==> src/rtl/fetch_pkg.sv <==
// fetch_pkg: shared constants, entry type and redirect-target helper for the fetch queue.
package fetch_pkg;
  localparam int XLEN = 32;
  localparam logic [XLEN-1:0] NOP_INSTR = 32'h0000_0013;
  typedef struct packed {
    logic [XLEN-1:0] pc;
    logic [XLEN-1:0] instr;
  } fetch_entry_t;
  function automatic logic [XLEN-1:0] redirect_target(
    input logic            jalr,
    input logic [XLEN-1:0] pc_target,
    input logic [XLEN-1:0] alu_out
  );
    return jalr ? {alu_out[XLEN-1:1], 1'b0} : pc_target;
  endfunction
endpackage

==> src/rtl/fetch_fifo.sv <==
// fetch_fifo: power-of-two circular FIFO with flush; head is a registered-storage read.
module fetch_fifo
  import fetch_pkg::*;
#(
  parameter int  DEPTH = 4,
  parameter type T     = fetch_entry_t
) (
  input  logic                   clk,
  input  logic                   rst,
  input  logic                   push,
  input  logic                   pop,
  input  logic                   flush,
  input  T                       din,
  output T                       head,
  output logic [$clog2(DEPTH):0] count
);
  localparam int AW = $clog2(DEPTH);
  logic [AW-1:0] wr_q, rd_q;
  logic [AW:0]   cnt_q, cnt_d;
  T              mem_q [DEPTH];
  assign cnt_d = cnt_q + (AW+1)'(push) - (AW+1)'(pop);
  always_ff @(posedge clk) begin
    if (rst || flush) begin
      wr_q  <= '0;
      rd_q  <= '0;
      cnt_q <= '0;
    end else begin
      wr_q  <= push ? wr_q + AW'(1) : wr_q;
      rd_q  <= pop ? rd_q + AW'(1) : rd_q;
      cnt_q <= cnt_d;
    end
  end
  // When full, push and pop hit the same slot; the old head is read before the edge.
  always_ff @(posedge clk) begin
    if (push) mem_q[wr_q] <= din;
  end
  assign head  = mem_q[rd_q];
  assign count = cnt_q;
endmodule

==> src/rtl/fetch_queue.sv <==
// fetch_queue: IF stage owning the fetch PC and a DEPTH-entry prefetch FIFO toward decode.
// Define FETCH_PERF_CNT_EN to build the perf counters; otherwise they are tied to 0.
module fetch_queue
  import fetch_pkg::*;
#(
  parameter int                    DATA_WIDTH = XLEN,
  parameter int                    DEPTH      = 4,
  parameter logic [DATA_WIDTH-1:0] RESET_PC   = '0
) (
  input  logic                   clk,
  input  logic                   rst,
  input  logic                   en,
  input  logic                   branchE,
  input  logic                   jalrinsE,
  input  logic [DATA_WIDTH-1:0]  pc_targetE,
  input  logic [DATA_WIDTH-1:0]  alu_outE,
  output logic [DATA_WIDTH-1:0]  imem_addr,
  input  logic [DATA_WIDTH-1:0]  imem_data,
  output logic                   validF,
  output logic [DATA_WIDTH-1:0]  instrF,
  output logic [DATA_WIDTH-1:0]  pcF,
  output logic [DATA_WIDTH-1:0]  pc_plus4F,
  output logic [$clog2(DEPTH):0] countF,
  output logic [31:0]            perf_fetched,
  output logic [31:0]            perf_redirects,
  output logic [31:0]            perf_full
);
  localparam int CW = $clog2(DEPTH) + 1;
  logic                  redirect, enq, deq, full;
  logic [DATA_WIDTH-1:0] fpc_q, fpc_d;
  fetch_entry_t          head, tail;
  assign redirect = branchE | jalrinsE;
  assign full     = countF == CW'(DEPTH);
  assign validF   = countF != '0;
  assign deq      = en & validF & ~redirect;
  assign enq      = ~redirect & (~full | deq);
  assign fpc_d    = redirect ? redirect_target(jalrinsE, pc_targetE, alu_outE) :
                    enq      ? fpc_q + DATA_WIDTH'(4) : fpc_q;
  always_ff @(posedge clk) begin
    fpc_q <= rst ? RESET_PC : fpc_d;
  end
  assign imem_addr = fpc_q;
  assign tail      = '{pc: fpc_q, instr: imem_data};
  fetch_fifo #(.DEPTH(DEPTH), .T(fetch_entry_t)) u_fifo (
    .clk  (clk),
    .rst  (rst),
    .push (enq),
    .pop  (deq),
    .flush(redirect),
    .din  (tail),
    .head (head),
    .count(countF)
  );
  assign instrF    = validF ? head.instr : NOP_INSTR;
  assign pcF       = validF ? head.pc : '0;
  assign pc_plus4F = pcF + DATA_WIDTH'(4);
`ifdef FETCH_PERF_CNT_EN
  logic [31:0] fetched_q, redirects_q, full_q;
  always_ff @(posedge clk) begin
    fetched_q   <= rst ? '0 : fetched_q + 32'(enq);
    redirects_q <= rst ? '0 : redirects_q + 32'(redirect);
    full_q      <= rst ? '0 : full_q + 32'(full & ~deq);
  end
  assign perf_fetched   = fetched_q;
  assign perf_redirects = redirects_q;
  assign perf_full      = full_q;
`else
  assign perf_fetched   = '0;
  assign perf_redirects = '0;
  assign perf_full      = '0;
`endif
endmodule

==> config.mk <==
export PLATFORM = sky130hd
export DESIGN_NAME = fetch_queue
export DESIGN_NICKNAME = d
export VERILOG_FILES = /design/src/rtl/fetch_pkg.sv /design/src/rtl/fetch_fifo.sv /design/src/rtl/fetch_queue.sv
export SDC_FILE = /design/constraint.sdc
export NUM_CORES = 1
export LEC_CHECK = 0
export ABC_AREA = 1
export CELL_PAD_IN_SITES_DETAIL_PLACEMENT = 1
export CELL_PAD_IN_SITES_GLOBAL_PLACEMENT = 2
export CORE_ASPECT_RATIO = 0.75
export CORE_MARGIN = 4
export CORE_UTILIZATION = 31
export DETAILED_ROUTE_END_ITERATION = 8
export PLACE_DENSITY_LB_ADDON = 0.25
export SYNTH_ARGS = -nofsm -noshare
export SYNTH_HDL_FRONTEND = slang
export SYNTH_SLANG_ARGS = --single-unit
==> constraint.sdc <==
create_clock -name clk -period 6.5 [get_ports clk]
set_input_delay 1.3 -clock clk [delete_from_list [all_inputs] [get_ports clk]]
set_output_delay 1.3 -clock clk [all_outputs]
set_load 0.05 [all_outputs]
Figure 1. Cells by drive strength (run 1).
Scale bar: 100 um.
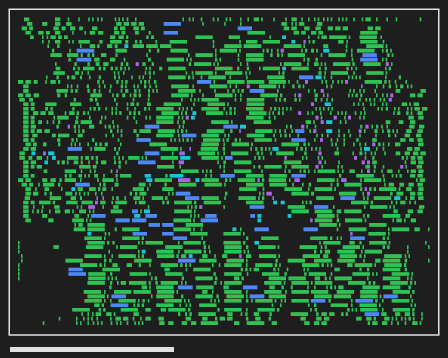
- drive 6 and up: blue (cells 56; share 3.1%)
- drive 1 or less: green (cells 1,678; share 92%)
- drive 3 to 4: cyan (cells 37; share 2.0%)
- drive 2: purple (cells 59; share 3.2%)
Synth-to-Final Area Change: 26.71%
post-route setup slack: 1.016 ns

Figure 2. Cell placement (run 1).
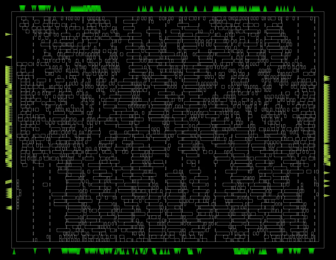
registers: 297
Core Footprint: 0.04731 mm2
Tapcells: 639
fin cells: 2,470

Figure 3. Wiring heat map (run 1).
The die is cut into 26 by 20 equal tiles; dark blue is low, red is high, scaled to the fullest tile. Values are wire area over tile area, all layers added.
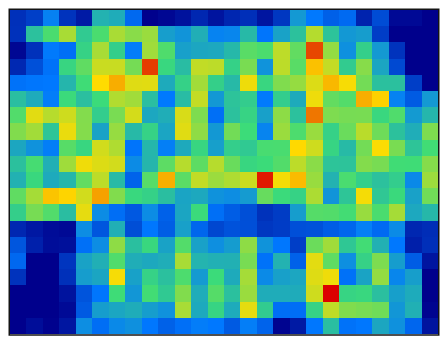
- tiles over half the peak: 34%
- fullest tile: 0.35
- mean over tiles: 0.14
WL final: 47,070 um
Total Routing Usage GR: 17.97%

Figure 4. Sequential cells colored by netlist name (run 1).
Scale bar: 100 um. Other sequential cells in the stronger gray, the rest of the logic in the fainter gray.
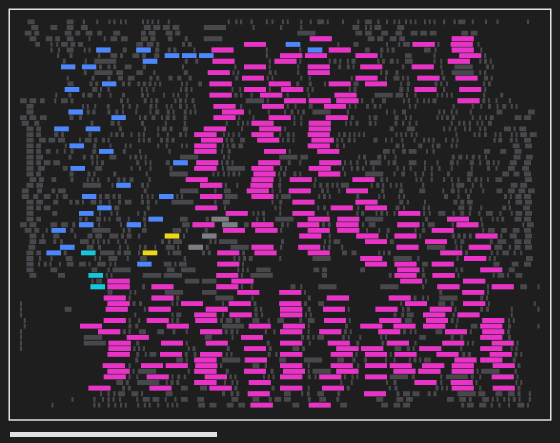
- u_fifo.mem_q: magenta (flops 256)
- u_fifo.wr_q: yellow (flops 2)
- imem_addr: blue (flops 32)
- u_fifo.count: cyan (flops 3)
- not colored: 4
fraction of area in registers: 45.28%
Seq. cell area: 0.008513 mm2

==> impl_metrics.env, run 1 <==
# implementation run metrics
export IMPL_status="finished clean"
export IMPL_cts_resized_gates=0
export IMPL_timing_slew_headroom_pct=40.06
export IMPL_nFillCells=5394
export IMPL_yosysChipArea_mm2=0.01484
export IMPL_clkCellAreaFrac_pct=7.153
export IMPL_critical_path_class="flop to output pin"
export IMPL_final_nets=1912
export IMPL_crit_path_max_fanout=38
export IMPL_common_cells="321 x nand2_1, 256 x edfxtp_1, 223 x nor2_1"
export IMPL_warnings=30
export IMPL_max_vdd_ir_drop_mv=0.1297
export IMPL_cts_tree="done"
export IMPL_num_vias=11520
export IMPL_cts_num_sinks=297
export IMPL_r2r_end="u_fifo.count[2]$_SDFF_PP0_"
export IMPL_topCellsByArea="edfxtp_1 52%, nand2_1 8.1%, nor2_1 5.6%"
export IMPL_rsz0062_at_grt="false"
export IMPL_synth_top_cell_by_area="edfxtp_1"
export IMPL_clkTransAtPathRegs_ns=0.06
export IMPL_finalCriticalPeriod_ns=5.484
export IMPL_xor_area_share_pct=1.121
export IMPL_grt_overflow=0
export IMPL_place_hpwl_um=33120
export IMPL_swShare_pct=24.25
export IMPL_comb_area_mm2=0.005102
export IMPL_port_buffers=231
export IMPL_cts_max_level=2
export IMPL_wl_per_cell_um=19.06
export IMPL_grt_pass1_wl_um=71500
export IMPL_p_switching_mw=1.180
export IMPL_ys_flop_type="edfxtp_1"
export IMPL_layout_top_cells="321 x nand2_1, 256 x edfxtp_1, 231 x clkdlybuf4s50_1, 218 x nor2_1, 119 x inv_1"
export IMPL_p_int_mw=3.684
export IMPL_grt_pass1_vias=11830
export IMPL_setup_tns_ns=0
run 1: routing by layer:
layer	routed length, um	share of wire, %	vias to the layer above	track usage [%]
li1	-	-	5547	-
met1	23370	50	5687	26.89
met2	20730	44	231	27.25
met3	2220	4.7	51	3.473
met4	755	1.6	0	3.616
met5	0	0	-	0
run 1: worst max path at each step:
stage                        start                      endpoint  slack, ns  depth (start not counted)
after floorplan           jalrinsE  u_fifo.mem_q[0][0]$_DFFE_PP_       1.22                          8
after global placement        flop                 pc_plus4F[20]       1.54                         14
after detailed placement      flop                 pc_plus4F[20]       1.50                         14
after CTS                     flop                 pc_plus4F[20]       0.92                         14
after global routing          flop                 pc_plus4F[20]       0.66                         14
final                         flop                 pc_plus4F[20]       1.02                         14
run 1: stage by stage:
stage	std cells	area (um2)	total power, mW	hold WS [ns]	worst slack (ns)
after global routing	2469	18800	5.056	0.4945	0.6567
after CTS	2469	18800	4.932	0.4783	0.9213
after global placement	2403	17460	2.651	0.4484	1.537
after floorplan	1675	15200	2.520	0.4356	1.224
after detailed placement	2403	17460	2.659	0.4708	1.502
final	2470	18800	4.864	0.4809	1.016
run 1: sequential cells by signal, indices dropped and copies added (netlist names), named ones only:
name and count:
imem_addr 32, u_fifo.count 3, u_fifo.mem_q 256, u_fifo.rd_q 2, u_fifo.wr_q 2
run 1: critical path: stages, from the launching register on:
cell and delay [ns]:
dfxtp_4 0.61, buf_4 0.48, nand2_1 0.09, nand3_1 0.09, and2_1 0.22, inv_1 0.06
nor2_1 0.12, ha_1 0.20, nand2_1 0.10, nor2_4 0.20, nand2_2 0.18, nor2_4 0.21
nand2_1 0.09, xor2_1 0.14, clkdlybuf4s50_1 0.82
==> run 2: changes to the inputs <==
==> constraint.sdc (replaced) <==
create_clock -name clk -period 5.05 [get_ports clk]
set_input_delay 1.01 -clock clk [delete_from_list [all_inputs] [get_ports clk]]
set_output_delay 1.01 -clock clk [all_outputs]
set_load 0.05 [all_outputs]
==> run 2 against run 1 <==
- utilization down 0.36 points
- sequential cell count unchanged
- non-clock buffer count down 2
- critical endpoint is now pc_plus4F[25]
- combinational power up 29%
- first-iteration DRC count down 27%
- hold slack worse by 0.011 ns
- clock power up 8%
- cell area down 0.91%
- clock skew down 0.0081 ns
- critical path type unchanged
- wire length down 0.47%
==> impl_metrics.env, run 2 <==
# implementation run metrics
export IMPL_cts_resized_gates=0
export IMPL_rows=69
export IMPL_ys_flop_type="edfxtp_1"
export IMPL_synth_top_cell_by_area="edfxtp_1"
export IMPL_required_ns=4.04
export IMPL_tightest_slew_ns=0.8717
export IMPL_grt_pass1_vias=11790
export IMPL_port_buffers=231
export IMPL_rsz0062_at_grt="false"
export IMPL_yosysChipArea_mm2=0.01484
export IMPL_common_cells="321 x nand2_1, 256 x edfxtp_1, 223 x nor2_1"
export IMPL_power_density_mw_per_mm2=311.5
export IMPL_fmax_ghz=0.2129
export IMPL_syn_area_per_cell_um2=9.392
export IMPL_synth_async_reset_ratio_pct=0
export IMPL_max_vdd_ir_drop_mv=0.1773
export IMPL_crit_path_end="pc_plus4F[25]"
export IMPL_status="finished clean"
export IMPL_swShare_pct=25.25
export IMPL_setup_tns_ns=0
export IMPL_power_mw=5.804
export IMPL_largest_reg_flops=256
export IMPL_cts_num_sinks=297
export IMPL_core_mm2=0.04731
export IMPL_grt_usage_pct=17.77
export IMPL_pre_cts_ws_ns=0.8184
export IMPL_grt_pass1_wl_um=70750
export IMPL_r2r_end="u_fifo.count[2]$_SDFF_PP0_"
export IMPL_place_hpwl_um=32510
export IMPL_grt_overflow=0
export IMPL_num_vias=11450
export IMPL_ys_cells=1580
export IMPL_p_int_mw=4.338
export IMPL_finalCriticalPeriod_ns=4.697
export IMPL_top_register="u_fifo.mem_q"
export IMPL_cts_setup_buffers=0
export IMPL_hold_ws_ns=0.4703
export IMPL_wl_per_cell_um=19.01
export IMPL_cts_tree="done"
export IMPL_cp_arrival_ns=3.69
export IMPL_cts_max_level=2
export IMPL_dpl_cell_area_mm2=0.01753
export IMPL_finalWirelength_um=46850
export IMPL_final_cells=2464
export IMPL_crit_path_max_fanout=41
export IMPL_p_switching_mw=1.466
export IMPL_layout_top_cells="321 x nand2_1, 256 x edfxtp_1, 218 x nor2_1, 211 x clkdlybuf4s50_1, 119 x inv_1"
export IMPL_dp_cells=2401
export IMPL_critical_path_class="flop to output pin"
export IMPL_timing_slew_headroom_pct=41.82
export IMPL_clkTransAtPathRegs_ns=0.06
export IMPL_final_nets=1908
export IMPL_warnings=30
export IMPL_topCellsByArea="edfxtp_1 52%, nand2_1 8.1%, nor2_1 5.6%"
## run 2: power groups by stage
stage                     Sequential, mW  Clock (mW)  Combinational [mW]
final                               2.78        2.43               0.588
after global routing                2.79        2.60               0.631
after CTS                           2.78        2.52               0.592
after detailed placement            2.83           0               0.590
after global placement              2.83           0               0.584
after floorplan                     2.87           0               0.377
## run 2: layout make-up
class                           count  area (um2)
Multi-Input combinational cell   1083        5102
Fill cell                        5435       28680
Clock inverter                     16       173.9
Timing Repair Buffer              252        2620
Sequential cell                   297        8513
Tap cell                          639       799.5
Antenna cell                        1       2.502
Clock buffer                       46       927.1
Inverter                          130       493.0
## run 2: worst max-delay path: stages (launching register included)
cell and delay [ns]:
dfxtp_4 0.67, buf_4 0.46, nand2_1 0.13, nand3_2 0.12, nand3_4 0.13, nor2_1 0.28
nand2_1 0.16, nor2_1 0.21, nand4_1 0.11, nand2_1 0.09, clkdlybuf4s50_1 0.80
## run 2: how the worst min path moves through the flow
stage               slack (ns)  cells past startpoint    to
floorplan                 0.44                      2  flop
global placement          0.45                      2  flop
detailed placement        0.46                      2  flop
CTS                       0.47                      2  flop
global route              0.51                      2  flop
finish                    0.47                      2  flop
## run 2: routing by layer
metal  GRT usage [%]  vias up  part of all wire (%)
li1                -     5550                     -
met1           26.22     5589                    49
met2           26.87      252                    44
met3           3.832       56                   5.6
met4           4.014        0                   1.8
met5               0        -                     0
## run 2: cells by family after synthesis
family	Yosys count	synth area share, %
adder cells (fa/ha/maj)	9	0.8095
other	1	0.02527
AND/OR/NAND/NOR	736	21.38
XOR/XNOR	19	1.121
AND-OR/OR-AND	223	8.423
buffers and inverters	295	10.90
flip-flops	297	57.34
Figure 5. Cells by drive strength (run 2).
Scale bar: 100 um.
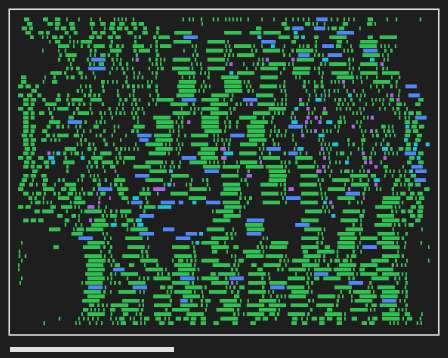
- drive 6 and up: blue (cells 58; share 3.2%)
- drive 2: purple (cells 55; share 3.0%)
- drive 1 or less: green (cells 1,669; share 92%)
- drive 3 to 4: cyan (cells 42; share 2.3%)
nonclk buf count: 252
post-route setup slack: 0.3533 ns
Synth-to-Final Area Change: 25.56%
Final Cell Area: 0.01863 mm2

Figure 6. Clock wires, drivers and flops (run 2).
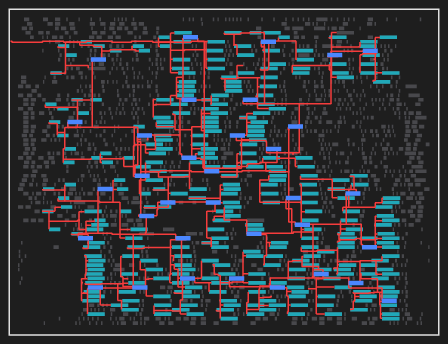
- flip-flops: cyan (count 297)
- cells driving clock nets: blue (count 34)
- clock wires: red (length 4,080 um)
- flops lie: all over the die
Clk network pwr share: 41.9%
Clk. pwr: 2.43 mW
Late-Pin Clk Latency: 0.52 ns

No activity file was given, so power comes from the tool's default toggle rates.
